## config.mk

```make
export PLATFORM = sky130hd
export DESIGN_NAME = i2c_codec_target
export DESIGN_NICKNAME = d
export VERILOG_FILES = /design/src/rtl/i2c_codec_target.sv
export SDC_FILE = /design/constraint.sdc
export NUM_CORES = 1
export LEC_CHECK = 0
export CAP_MARGIN = 0
export CELL_PAD_IN_SITES_DETAIL_PLACEMENT = 0
export CELL_PAD_IN_SITES_GLOBAL_PLACEMENT = 1
export CORE_AREA = 2 2 88 90
export CTS_BUF_LIST = sky130_fd_sc_hd__clkbuf_8
export DETAILED_ROUTE_END_ITERATION = 16
export DIE_AREA = 0 0 90 92
export PLACE_DENSITY_LB_ADDON = 0.05
export REMOVE_ABC_BUFFERS = 1
export SLEW_MARGIN = 20
export SYNTH_ARGS = -nofsm -noshare
export SYNTH_HDL_FRONTEND = slang
export SYNTH_SLANG_ARGS = --single-unit
```

## constraint.sdc

```tcl
create_clock -name clk -period 3.1 [get_ports clk]
set_clock_uncertainty 0.2 [all_clocks]
set_input_delay 0.62 -clock clk [delete_from_list [all_inputs] [get_ports clk]]
set_output_delay 0.62 -clock clk [all_outputs]
set_load 0.005 [all_outputs]
```

## src/rtl/i2c_codec_target.sv

```systemverilog
// Write-only I2C target for a codec: 7-bit address byte, then a 7-bit register address and 9 data bits over two bytes.
// ACK drives SDA about SYNC_STAGES+1 clk after the SCL fall; the write commits when the third ACK starts; there is no backpressure.
module i2c_codec_target #(
  parameter logic [6:0] DEV_ADDR    = 7'h1A,
  parameter int         SYNC_STAGES = 2
) (
  input  logic       clk,
  input  logic       reset,
  input  logic       i2c_sclk,
  input  logic       i2c_sdat_in,
  output logic       i2c_sdat_oe,
  output logic       wr_strobe,
  output logic [6:0] wr_addr,
  output logic [8:0] wr_data,
  output logic [8:0] l_vol,
  output logic [8:0] r_vol,
  output logic       active,
  output logic [7:0] wr_count
);

  typedef enum logic [2:0] {IDLE, ADDR, ACK_A, BYTE1, ACK_1, BYTE2, ACK_2, IGNORE} state_t;

  state_t                 state, state_nxt;
  logic [SYNC_STAGES-1:0] scl_sync, sda_sync;
  logic                   scl_d, sda_d, scl, sda;
  logic                   scl_rise, scl_fall, start_det, stop_det;
  logic                   byte_done, commit, ack_state, rx_state;
  logic [3:0]             bit_cnt;
  logic [7:0]             shift;
  logic [6:0]             reg_addr;
  logic                   data_hi;
  logic [8:0]             regs [0:9];

  function automatic logic [8:0] reg_default(input int idx);
    case (idx)
      0, 1:    return 9'h097;
      2, 3:    return 9'h079;
      4:       return 9'h00A;
      5:       return 9'h008;
      6:       return 9'h09F;
      7:       return 9'h00A;
      default: return 9'h000;
    endcase
  endfunction

  // Synchronizers reset to an idle (high) bus so no edge is seen coming out of reset.
  always_ff @(posedge clk) begin
    if (reset) begin
      scl_sync <= '1;
      sda_sync <= '1;
      scl_d    <= 1'b1;
      sda_d    <= 1'b1;
    end else begin
      scl_sync <= {scl_sync[SYNC_STAGES-2:0], i2c_sclk};
      sda_sync <= {sda_sync[SYNC_STAGES-2:0], i2c_sdat_in};
      scl_d    <= scl;
      sda_d    <= sda;
    end
  end

  assign scl       = scl_sync[SYNC_STAGES-1];
  assign sda       = sda_sync[SYNC_STAGES-1];
  assign scl_rise  = scl & ~scl_d;
  assign scl_fall  = ~scl & scl_d;
  assign start_det = scl & scl_d & sda_d & ~sda;
  assign stop_det  = scl & scl_d & ~sda_d & sda;
  assign byte_done = scl_fall && (bit_cnt == 4'd8);
  assign commit    = (state == BYTE2) && byte_done;
  assign ack_state = (state == ACK_A) || (state == ACK_1) || (state == ACK_2);
  assign rx_state  = (state == ADDR) || (state == BYTE1) || (state == BYTE2);

  always_ff @(posedge clk) begin
    if (reset) state <= IDLE;
    else       state <= state_nxt;
  end

  always_comb begin
    state_nxt = state;
    if (start_det)     state_nxt = ADDR;
    else if (stop_det) state_nxt = IDLE;
    else if (scl_fall) begin
      case (state)
        ADDR:    if (byte_done) state_nxt = (shift == {DEV_ADDR, 1'b0}) ? ACK_A : IGNORE;
        ACK_A:   state_nxt = BYTE1;
        BYTE1:   if (byte_done) state_nxt = ACK_1;
        ACK_1:   state_nxt = BYTE2;
        BYTE2:   if (byte_done) state_nxt = ACK_2;
        ACK_2:   state_nxt = IGNORE;
        default: state_nxt = state;
      endcase
    end
  end

  always_comb begin
    i2c_sdat_oe = ack_state;
  end

  always_ff @(posedge clk) begin
    if (reset) begin
      bit_cnt  <= '0;
      shift    <= '0;
      reg_addr <= '0;
      data_hi  <= 1'b0;
    end else begin
      if (start_det || (scl_fall && ack_state)) begin
        bit_cnt <= '0;
      end else if (scl_rise && rx_state && (bit_cnt != 4'd8)) begin
        shift   <= {shift[6:0], sda};
        bit_cnt <= bit_cnt + 4'd1;
      end
      if ((state == BYTE1) && byte_done) begin
        reg_addr <= shift[7:1];
        data_hi  <= shift[0];
      end
    end
  end

  // Commit lands on the same edge that moves the FSM into ACK_2.
  always_ff @(posedge clk) begin
    if (reset) begin
      wr_strobe <= 1'b0;
      wr_addr   <= '0;
      wr_data   <= '0;
      wr_count  <= '0;
      for (int i = 0; i < 10; i++) regs[i] <= reg_default(i);
    end else begin
      wr_strobe <= commit;
      if (commit) begin
        wr_addr  <= reg_addr;
        wr_data  <= {data_hi, shift};
        wr_count <= wr_count + 8'd1;
        if (reg_addr == 7'h0F) begin
          for (int i = 0; i < 10; i++) regs[i] <= reg_default(i);
        end else if (reg_addr <= 7'd9) begin
          regs[reg_addr[3:0]] <= {data_hi, shift};
        end
      end
    end
  end

  assign l_vol  = regs[2];
  assign r_vol  = regs[3];
  assign active = regs[9][0];

endmodule

```

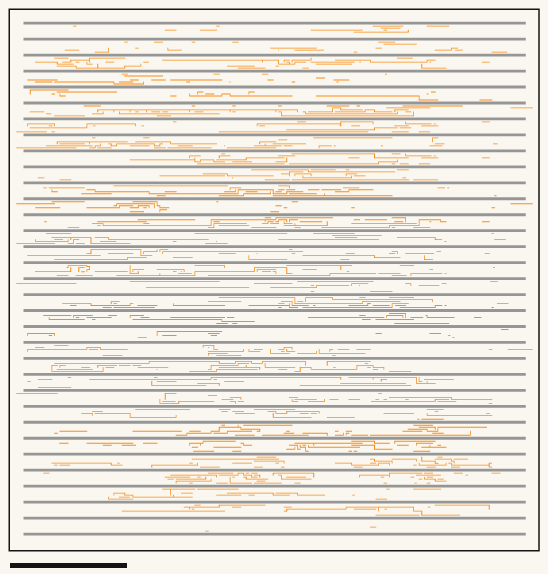
run_1/m1.png
The bar under the picture is 20 um long. Supply wires on this layer in grey.
The layer carries 3160 um of wire. The wires run mostly horizontal. The longest straight run is 34.0 um. The layer holds 51% of the routed length.
Routed WL: 6236 um
met1 Usage GRT: 21.33%
via count: 2207

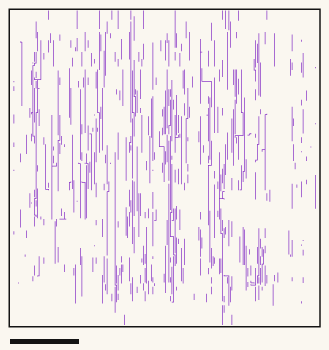
run_1/m2.png
The bar under the picture is 20 um long.
The longest straight run is 38.6 um. 270 nets have wire on it. The layer holds 44% of the routed length. The layer carries 2730 um of wire.

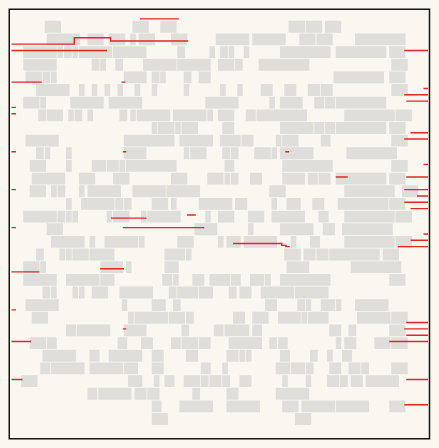
run_1/m3.png
The longest straight run is 20.2 um. 36 nets have wire on it. The layer carries 221 um of wire.
met3 usage: 3.205%

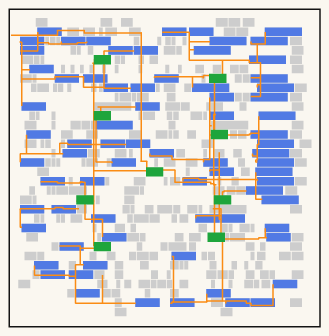
run_1/clock_wires.png
Key: flip-flops = blue [count 73]; clock wires = orange [length 903 um]; clock-net drivers = green [count 9]
Position of the flops: widely spread.

==> run summary, run 1 <==
Outcome: finished, final reports clean
First-pass GRT wire length: 10420 um
Vias per cell: 4.915
Insertion Delay late pin: 0.34 ns
GRT Overall Usage: 16.10%
Die X: 90 um
CP Buf/Inv Count: 1
Fin. max-slew vios: 0
Maximum Capacitance Violations: 0
Top-count cell post-synth: dfxtp_1
Post-synth ARST share: 0%
Hold WC Path Type: register to register
Max clock buf depth: 2
Final Hold Fails: 0
CTS tree: built
H-tree Lvls: 3
CTS sink cnt: 73
Worst path cell trace: inv_1, ha_1, and3b_1, nand4_2, or4_1, or3_1
Ys flop type: dfxtp_1
Post-synth area hogs: dfxtp_1, edfxtp_1, mux2i_1, nand2_1, a21oi_1
Final antenna diode count: 0
Slowest stage delay, CP: 0.58 ns
Fin nets: 349
Init Core Util: 39.89%
Final setup vio count: 0
Resized Gates After CTS: 0
Startpoint types: register
Synth flops: 73
PwrDens: 507.4 nW/um^2
Synth-to-layout area growth: 27.76%
Post-route ant nets: 0
Slew HR: 47.58%
Setup Buffers After CTS: 0
Core Area: 7447 um^2
Number of global-route vias before repair: 2117
Hold buffers post-CTS: 0
Fmax: 422.6 MHz
PortBufs: 48
Yosys cell count: 294
Final Critical Period: 2.366 ns
Unique cell types: 43
Total congestion overflow: 0
Largest net degree at the start of global routing: 38
Num rows: 32
Die extent in y: 92 um
CP endpoint kind: register
Fillers: 726
RSZ-0062 raised after global routing: false
Final period util: 76.33%
Inserted Clock Buffers: 9
DRC: 0
Worst Path Required: 2.99 ns
Post-synth top cells: dfxtp_1, nand2_1, nor2_1, a21oi_1, edfxtp_1
Top Family by Delay on Critical Path: simple AND/OR/NAND/NOR gates
DP HPWL: 4156 um
Yosys chip area: 2970 um^2
Fin Setup TNS: 0 ns
Critical path class: register to register
Slew of the pin with the lowest slew margin: 0.7847 ns
Total chip power: 1.926 mW
Flip-flops with a built-in enable: 19
Largest area contributor in the netlist: dfxtp_1
Die area: 8280 um^2
WP data arrival: 2.26 ns
DRT iter0 DRCs: 106
VDD IR max: 0.1801 mV
Slowest cell on the critical path: or4_1
Routed length per placed instance: 13.89 um
Post-Syn Instances: 294
Final hold slack: 0.2129 ns
Sequential area share after synthesis: 55.60%
Leak Pwr: 1.323 nW
Initial antenna violation count: 1
1st-pass router iterations: 4
Area share, top type: 36.39%
CTS Root Cell: clkbuf_8
Layout cells sized above 1: 9.510%
Clock slew seen by the registers of the worst setup and hold paths: 0.08 ns
-- run 1: worst reg2reg max path: stages, from the launching register on --
cell and delay, ns:
dfxtp_1 0.33, inv_1 0.09, ha_1 0.19, and3b_1 0.22, nand4_2 0.16, or4_1 0.59, or3_1 0.36
-- run 1: report_power, final --
| part | total, mW | leakage (nW) | switching (mW) | internal, mW |
|---|---|---|---|---|
| combinational | 0.0440 | 0.602 | 0.0240 | 0.0201 |
| sequential | 0.989 | 0.597 | 0.00668 | 0.983 |
| clock | 0.892 | 0.125 | 0.356 | 0.536 |
| total | 1.93 | 1.32 | 0.387 | 1.54 |
-- run 1: path summary, 6_finish.rpt --
path                                  start     endpoint  slack [ns]  cells past startpoint
worst max-delay path             bit_cnt[0]   regs[2][3]        0.73                      6
worst min-delay path            scl_sync[0]  scl_sync[1]        0.21                      1
worst max register to register   bit_cnt[0]   regs[2][3]        0.73                      6
worst min register to register  scl_sync[0]  scl_sync[1]        0.21                      1
-- run 1: flip-flops by register name, summed over array words and instances, names as in the netlist --
register   cells
regs          19
wr_data        9
shift          8
wr_count       8
reg_addr       7
wr_addr        7
bit_cnt        4
state          3
scl_sync       2
sda_sync       2
data_hi        1
scl_d          1
sda_d          1
wr_strobe      1
-- run 1: kinds of logic (layout without fill, tap and decap cells) --
| kind of cell | after synthesis | in the layout | share of synthesized area [%] |
|---|---|---|---|
| multiplexers | 18 | 18 | 6.066 |
| AND-OR/OR-AND | 39 | 39 | 7.793 |
| flip-flops | 73 | 73 | 55.60 |
| buffers and inverters | 18 | 71 | 2.485 |
| adder cells (fa/ha/maj) | 3 | 3 | 1.264 |
| AND/OR/NAND/NOR | 135 | 135 | 24.43 |
| XOR/XNOR | 8 | 8 | 2.359 |
-- run 1: layout make-up --
class	instances	area (um^2)	area share (%)
clock inverters	7	120.1	3.165
flip-flops and latches	73	1652	43.52
repair buffers	53	513.0	13.52
clock buffers	9	123.9	3.264
well taps	102	127.6	3.363
inverters	2	7.507	0.1978
multi-input cells	203	1251	32.97
-- run 1: layer usage --
layer  GRT usage (%)  vias up  routed length, um
met2           25.19       45               2731
met5               0        -                  7
li1                -     1132                  -
met3           3.205       11                220
met1           21.33     1017               3159
met4           8.077        2                117
-- run 1: per-stage QoR --
step	instance area, um^2	worst slack, ns	util, %	cells
6_report	3795	0.7339	50.96	449
5_1_grt	3795	0.6008	50.96	449
4_1_cts	3795	0.7405	50.96	449
3_5_place_dp	3551	0.7487	47.68	433
3_3_place_gp	3551	0.8108	47.68	433
2_1_floorplan	2904	0.2769	-	278
-- run 1: cells in the final DEF, fill, tap and decap left out, drive strengths merged, types with 4 or more instances in the layout --
| master | count |
|---|---|
| dfxtp | 54 |
| clkdlybuf4s50 | 47 |
| nand2 | 37 |
| nor2 | 32 |
| a21oi | 24 |
| edfxtp | 19 |
| mux2i | 18 |
| nand3 | 9 |
| nand3b | 9 |
| clkbuf | 9 |
| nor3b | 6 |
| or3 | 6 |
| or2 | 6 |
| buf | 6 |
| xnor2 | 5 |
| and3 | 5 |
| o31ai | 4 |
| or4 | 4 |
==> run 1 -> run 2 <==
CORE_AREA = 2 2 92 94   (was 2 2 88 90)
DIE_AREA = 0 0 94 96   (was 0 0 90 92)
clock period = 2.1 ns   (was 3.1 ns; I/O delays follow)
==> run 2 against run 1 <==
Register-to-register slack got worse by 0.67 ns. First-iteration DRC count fell by 19%. Flip-flop count did not move. Cell count rose by 7.8%. Via count rose by 5.0%. Total power rose by 49%. Sequential power rose by 48%. Combinational power rose by 96%. Synthesized cell count did not move. Design area rose by 8.5%. Critical endpoint is now regs[2][5]. Largest cell class unchanged.
==> run summary, run 2 <==
Outcome: finished, final reports clean (unchanged)
Combinational share of power: 3.0% (was 2.3%)
Dominant logic cell types in the final layout: dfxtp_1, clkdlybuf4s50_1, nand2_1 (unchanged)
Largest Register: regs (unchanged)
Area share, top type: 36.39% (unchanged)
Switch share: 20.28% (was 20.10%)
Fin. max-slew vios: 0 (unchanged)
Number of global-route vias before repair: 2146 (was 2117)
Die extent in y: 96 um (was 92 um)
PortBufs: 48 (unchanged)
Layout cells sized above 1: 19.26% (was 9.510%)
Post-Layout Inst Area: 4118 um^2 (was 3795 um^2)
Post-Syn Instances: 294 (unchanged)
Largest net degree at the start of global routing: 56 (was 38)
Final setup margin: 0.06336 ns (was 0.7339 ns)
Unique cell types: 43 (unchanged)
Dpl ws: -0.04434 ns (was 0.7487 ns)
Sequential area share after synthesis: 55.60% (unchanged)
Synth-to-layout area growth: 38.63% (was 27.76%)
Post-synth top cells: dfxtp_1, nand2_1, nor2_1, a21oi_1, edfxtp_1 (unchanged)
NetSw: 580.7 uW (was 387.1 uW)
Hold buffers post-CTS: 0 (unchanged)
Comb area: 1279 um^2 (was 1251 um^2)
Core Area: 8051 um^2 (was 7447 um^2)
Slowest stage delay, CP: 0.47 ns (was 0.58 ns)
Internal Power: 2.283 mW (was 1.539 mW)
Die X: 94 um (was 90 um)
Fin nets: 381 (was 349)
1st-pass router iterations: 4 (unchanged)
VDD IR max: 0.3375 mV (was 0.1801 mV)
Leak Pwr: 1.499 nW (was 1.323 nW)
GRT Overall Usage: 16.10% (about the same)
Yosys chip area: 2970 um^2 (unchanged)
Fmax: 491.0 MHz (was 422.6 MHz)
Worst Path Required: 1.99 ns (was 2.99 ns)
CTS Root Cell: clkbuf_8 (unchanged)
Final Hold Fails: 0 (unchanged)
Die area: 9024 um^2 (was 8280 um^2)
CP endpoint kind: register (unchanged)
Hold WC Path Type: register to register (unchanged)
Yosys cell count: 294 (unchanged)
DRT iter0 DRCs: 86 (was 106)
Seq pwr share: 50.8% (was 51.4%)
Placed cells: 466 (was 433)
Worst path cell trace: inv_2, ha_4, and3b_1, nand4_2, or4_4, or3_1 (was inv_1, ha_1, and3b_1, nand4_2, or4_1, or3_1)
Final Non-Filler Cells: 484 (was 449)
H-tree Lvls: 3 (unchanged)
Num rows: 33 (was 32)
Clock power frac: 46.2% (was 46.3%)
WP data arrival: 1.93 ns (was 2.26 ns)
DRC: 0 (unchanged)
Top-count cell post-synth: dfxtp_1 (unchanged)
Routed length per placed instance: 14.10 um (was 13.89 um)
Max reg flops: 19 (unchanged)
Ys flop type: dfxtp_1 (unchanged)
Max clock buf depth: 2 (unchanged)
Insertion Delay late pin: 0.34 ns (about the same)
Critical path class: register to register (unchanged)
First-pass GRT wire length: 10930 um (was 10420 um)
CTS tree: built (unchanged)
Via count: 2318 (was 2207)
Init Core Util: 36.89% (was 39.89%)
DP HPWL: 4503 um (was 4156 um)
CP Buf/Inv Count: 1 (unchanged)
Fin Setup TNS: 0 ns (unchanged)
Startpoint types: register (unchanged)
Post-synth area hogs: dfxtp_1, edfxtp_1, mux2i_1, nand2_1, a21oi_1 (unchanged)
Final setup vio count: 0 (unchanged)
Final period util: 96.98% (was 76.33%)
Largest regs: regs x19, wr_data x9 (unchanged)
Total chip power: 2.863 mW (was 1.926 mW)
Synth flops: 73 (unchanged)
CTS sink cnt: 73 (unchanged)
-- run 2: cell counts after synthesis --
Identical to the previous run, type by type.
-- run 2: through the flow --
| step | util (%) | hold slack, ns |
|---|---|---|
| floorplan | - | 0.1895 |
| global placement | 47.41 | 0.1907 |
| detailed placement | 47.41 | 0.1940 |
| CTS | 50.51 | 0.2129 |
| global route | 51.14 | 0.2262 |
| finish | 51.14 | 0.2114 |
-- run 2: area by class of cell --
type                            instances  share of cell area (%)
Multi-Input combinational cell        203                   31.05
Inverter                                2                  0.1823
Clock inverter                          7                   2.887
Timing Repair Buffer                   85                   19.48
Sequential cell                        73                   40.20
Clock buffer                            9                   3.008
Tap cell                              105                   3.191
-- run 2: kinds of logic after synthesis --
| kind of cell | Yosys count | synth area share, % |
|---|---|---|
| AOI/OAI and AO/OA | 39 | 7.793 |
| xor gates and xnor gates | 8 | 2.359 |
| adders and majority gates | 3 | 1.264 |
| buffers and inverters | 18 | 2.485 |
| DFF | 73 | 55.60 |
| muxes | 18 | 6.066 |
| and+or+nand+nor | 135 | 24.43 |
-- run 2: final timing paths --
| kind | startpoint | to | slack [ns] | cells after the start |
|---|---|---|---|---|
| setup / recovery | bit_cnt[0] | regs[2][5] | 0.06 | 6 |
| hold / removal | scl_sync[0] | scl_sync[1] | 0.21 | 1 |
| setup reg to reg | bit_cnt[0] | regs[2][5] | 0.06 | 6 |
| hold reg to reg | scl_sync[0] | scl_sync[1] | 0.21 | 1 |
-- run 2: power groups by stage --
stage | Sequential (mW) | Combinational [mW] | Clock (mW)
after floorplan | 1.49 | 0.0276 | 0
after global routing | 1.46 | 0.0953 | 1.42
after detailed placement | 1.49 | 0.0865 | 0
final | 1.46 | 0.0861 | 1.32
after global placement | 1.49 | 0.0863 | 0
after CTS | 1.46 | 0.0870 | 1.37
-- run 2: repair_timing --
action,CTS,global route
buffers inserted,0,2
endpoints found under the setup margin,8,22
resized,2,11
pin swaps,0,3
-- run 2: routing by layer --
layer / GRT usage [%] / wire length [um] / up-vias / part of all wire, %
met3: 3.132 / 235 / 8 / 3.4
li1: - / - / 1195 / -
met4: 7.971 / 104 / 0 / 1.5
met1: 21.54 / 3433 / 1070 / 50
met5: 0 / 0 / - / 0
met2: 25.00 / 3052 / 45 / 45
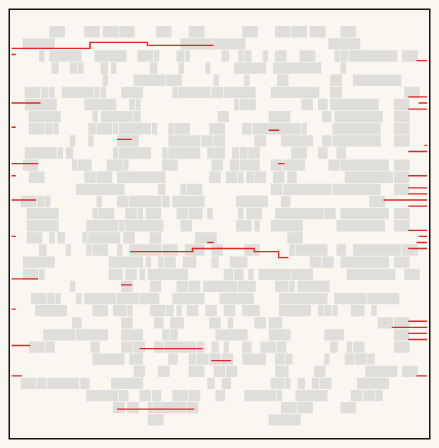
run_2/m3.png
The longest straight run is 17.5 um. The layer carries 235 um of wire. The layer holds 3.5% of the routed length.
Routed WL: 6826 um
met3 usage: 3.132%

==> run 2 -> run 3 <==
CELL_PAD_IN_SITES_GLOBAL_PLACEMENT = 2   (was 1)
CORE_AREA = 2 2 101 103   (was 2 2 92 94)
DIE_AREA = 0 0 103 105   (was 0 0 94 96)
SLEW_MARGIN = 15   (was 20)
==> run 3 against run 2 <==
Register-to-register slack is essentially flat. Largest cell class unchanged. Flip-flop count unchanged. Critical endpoint is now regs[2][3]. Highest routed layer unchanged. Largest power group unchanged. Clock-buffer cell count stayed put. Area after synthesis is the same. Setup slack lost 0.013 ns.
==> run summary, run 3 <==
Sequential area share after synthesis: 55.60% (unchanged)
Num rows: 36 (was 33)
Post-Layout Inst Area: 4124 um^2 (was 4118 um^2)
Critical path class: register to register (unchanged)
Largest Register: regs (unchanged)
Largest net degree at the start of global routing: 36 (was 56)
Fin. max-slew vios: 0 (unchanged)
Flip-flops with a built-in enable: 19 (unchanged)
Routed length per placed instance: 14.28 um (was 14.10 um)
DP HPWL: 4981 um (was 4503 um)
Synth flops: 73 (unchanged)
Initial antenna violation count: 0 (unchanged)
GRT Overall Usage: 13.98% (was 16.10%)
Ys flop type: dfxtp_1 (unchanged)
Inserted Clock Buffers: 9 (unchanged)
Max reg flops: 19 (unchanged)
CTS sink cnt: 73 (unchanged)
R2R Setup Slk: 0.05 ns (was 0.06 ns)
Final Critical Period: 2.049 ns (was 2.037 ns)
1st-pass router iterations: 4 (unchanged)
Final Hold Fails: 0 (unchanged)
Min-delay src: sda_sync[0] (was scl_sync[0])
Top cell excl fill/tap: dfxtp_1 (unchanged)
First-pass GRT wire length: 11630 um (was 10930 um)
WHS Path Cells: 1 (unchanged)
AND/OR/NAND/NOR Cells, Area Fraction: 24.43% (unchanged)
Yosys cell count: 294 (unchanged)
Die area: 10820 um^2 (was 9024 um^2)
Synth-to-layout area growth: 38.84% (was 38.63%)
Init Core Util: 30.82% (was 36.89%)
Post-synth area hogs: dfxtp_1, edfxtp_1, mux2i_1, nand2_1, a21oi_1 (unchanged)
Total congestion overflow: 0 (unchanged)
Slew HR: 74.34% (was 60.79%)
PwrDens: 697.9 nW/um^2 (was 695.4 nW/um^2)
Worst R2R Start: bit_cnt[0] (unchanged)
Unique cell types: 43 (unchanged)
Dpl ws: -0.1029 ns (was -0.04434 ns)
DRC: 0 (unchanged)
Number of global-route vias before repair: 2253 (was 2146)
DRT iter0 DRCs: 98 (was 86)
RR Endpoint: regs[2][3] (was regs[2][5])
Post-synth top cells: dfxtp_1, nand2_1, nor2_1, a21oi_1, edfxtp_1 (unchanged)
Post-Syn Instances: 294 (unchanged)
Final antenna diode count: 0 (unchanged)
Placed cells: 494 (was 466)
Worst reg2reg path depth: 6 (unchanged)
Final setup vio count: 0 (unchanged)
Clock slew seen by the registers of the worst setup and hold paths: 0.08 ns (about the same)
Post-synth ARST share: 0% (unchanged)
Insertion Delay late pin: 0.34 ns (about the same)
Die extent in y: 105 um (was 96 um)
Maximum Capacitance Violations: 0 (unchanged)
Hold Path Sink: sda_sync[1] (was scl_sync[1])
Total chip power: 2.878 mW (was 2.863 mW)
Dominant logic cell types in the final layout: dfxtp_1, clkdlybuf4s50_1, nand2_1 (unchanged)
Core Area: 9639 um^2 (was 8051 um^2)
Largest regs: regs x19, wr_data x9 (unchanged)
XOR/XNOR share of the synthesized area: 2.359% (unchanged)
Worst Path Required: 2.00 ns (was 1.99 ns)
Hold buffers post-CTS: 0 (unchanged)
DP Area: 3827 um^2 (was 3817 um^2)
Slew of the pin with the lowest slew margin: 0.3849 ns (was 0.5873 ns)
Largest area contributor in the netlist: dfxtp_1 (unchanged)
Final period util: 97.59% (was 96.98%)
Ao+oa area frac: 7.793% (unchanged)
VDD IR max: 0.3122 mV (was 0.3375 mV)
Area share, top type: 36.39% (unchanged)
Final hold slack: 0.2112 ns (was 0.2114 ns)
Post-route ant nets: 0 (unchanged)
Vias per cell: 4.658 (was 4.789)
Outcome: finished, final reports clean (unchanged)
CTS tree: built (unchanged)
## run 3: how the worst max path moves through the flow
stage | to | cells after the start | slack (ns) | from
3_5_place_dp | regs[2][3] | 6 | -0.10 | bit_cnt[0]
2_1_floorplan | reg_addr[0] | 6 | -0.72 | bit_cnt[0]
4_1_cts | regs[2][3] | 4 | 0.01 | reg_addr[4]
5_1_grt | regs[2][4] | 6 | -0.04 | bit_cnt[0]
3_3_place_gp | regs[2][0] | 6 | -0.07 | bit_cnt[0]
6_report | regs[2][3] | 6 | 0.05 | bit_cnt[0]
## run 3: final cells by class
cell class | count | area (um^2)
fill | 999 | 5515
sequential | 73 | 1653
multi-input combinational | 203 | 1286
timing repair buffer | 85 | 768.2
tap | 133 | 166.4
clock buffer | 9 | 123.9
clock inverter | 7 | 118.9
inverter | 2 | 7.507
## run 3: stage by stage
| stage | utilization, % | setup TNS, ns |
|---|---|---|
| 2_1_floorplan | - | -7.078 |
| 3_3_place_gp | 39.71 | -0.3550 |
| 3_5_place_dp | 39.71 | -0.5966 |
| 4_1_cts | 42.35 | 0 |
| 5_1_grt | 42.78 | -0.1700 |
| 6_report | 42.78 | 0 |
## run 3: cell families after synthesis
| group | after synthesis |
|---|---|
| adders and majority gates | 3 |
| buffers and inverters | 18 |
| DFF | 73 |
| AOI/OAI and AO/OA | 39 |
| and+or+nand+nor | 135 |
| xor gates and xnor gates | 8 |
| muxes | 18 |
## run 3: layer usage
metal | GRT usage [%] | vias up | routed length (um)
met5 | 0 | - | 0
met4 | 6.015 | 0 | 138
met3 | 2.609 | 12 | 250
met2 | 20.55 | 53 | 3209
met1 | 19.85 | 1129 | 3711
li1 | - | 1191 | -
## run 3: power breakdown
group / internal (mW) / total (mW) / switching [mW] / leakage [nW]
logic: 0.0395 / 0.0859 / 0.0465 / 0.772
clock network: 0.789 / 1.34 / 0.548 / 0.115
registers: 1.45 / 1.46 / 0.00500 / 0.597
total: 2.28 / 2.88 / 0.600 / 1.48
## run 3: timing repair
action / CTS / global route
pin swaps: 0 / 1
setup buffers: 1 / 1
resized: 4 / 7
endpoints found under the setup margin: 9 / 20
## run 3: worst max-delay path, cell delays in order (launching register included)
cell and delay [ns]:
dfxtp_2 0.32, inv_2 0.08, ha_4 0.13, and3b_1 0.18
nand4_2 0.10, or4_4 0.48, or3_1 0.32
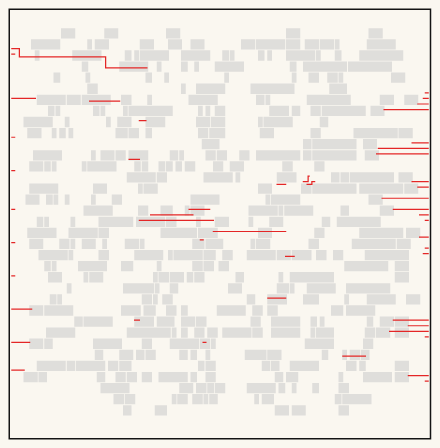
run_3/m3.png
40 nets have wire on it. The layer holds 3.4% of the routed length. The layer carries 250 um of wire. The wires run mostly horizontal. The longest straight run is 21.2 um.
met3 usage: 2.609%
via count: 2385
Routed WL: 7310 um

Power is estimated from default activity; no workload was simulated.
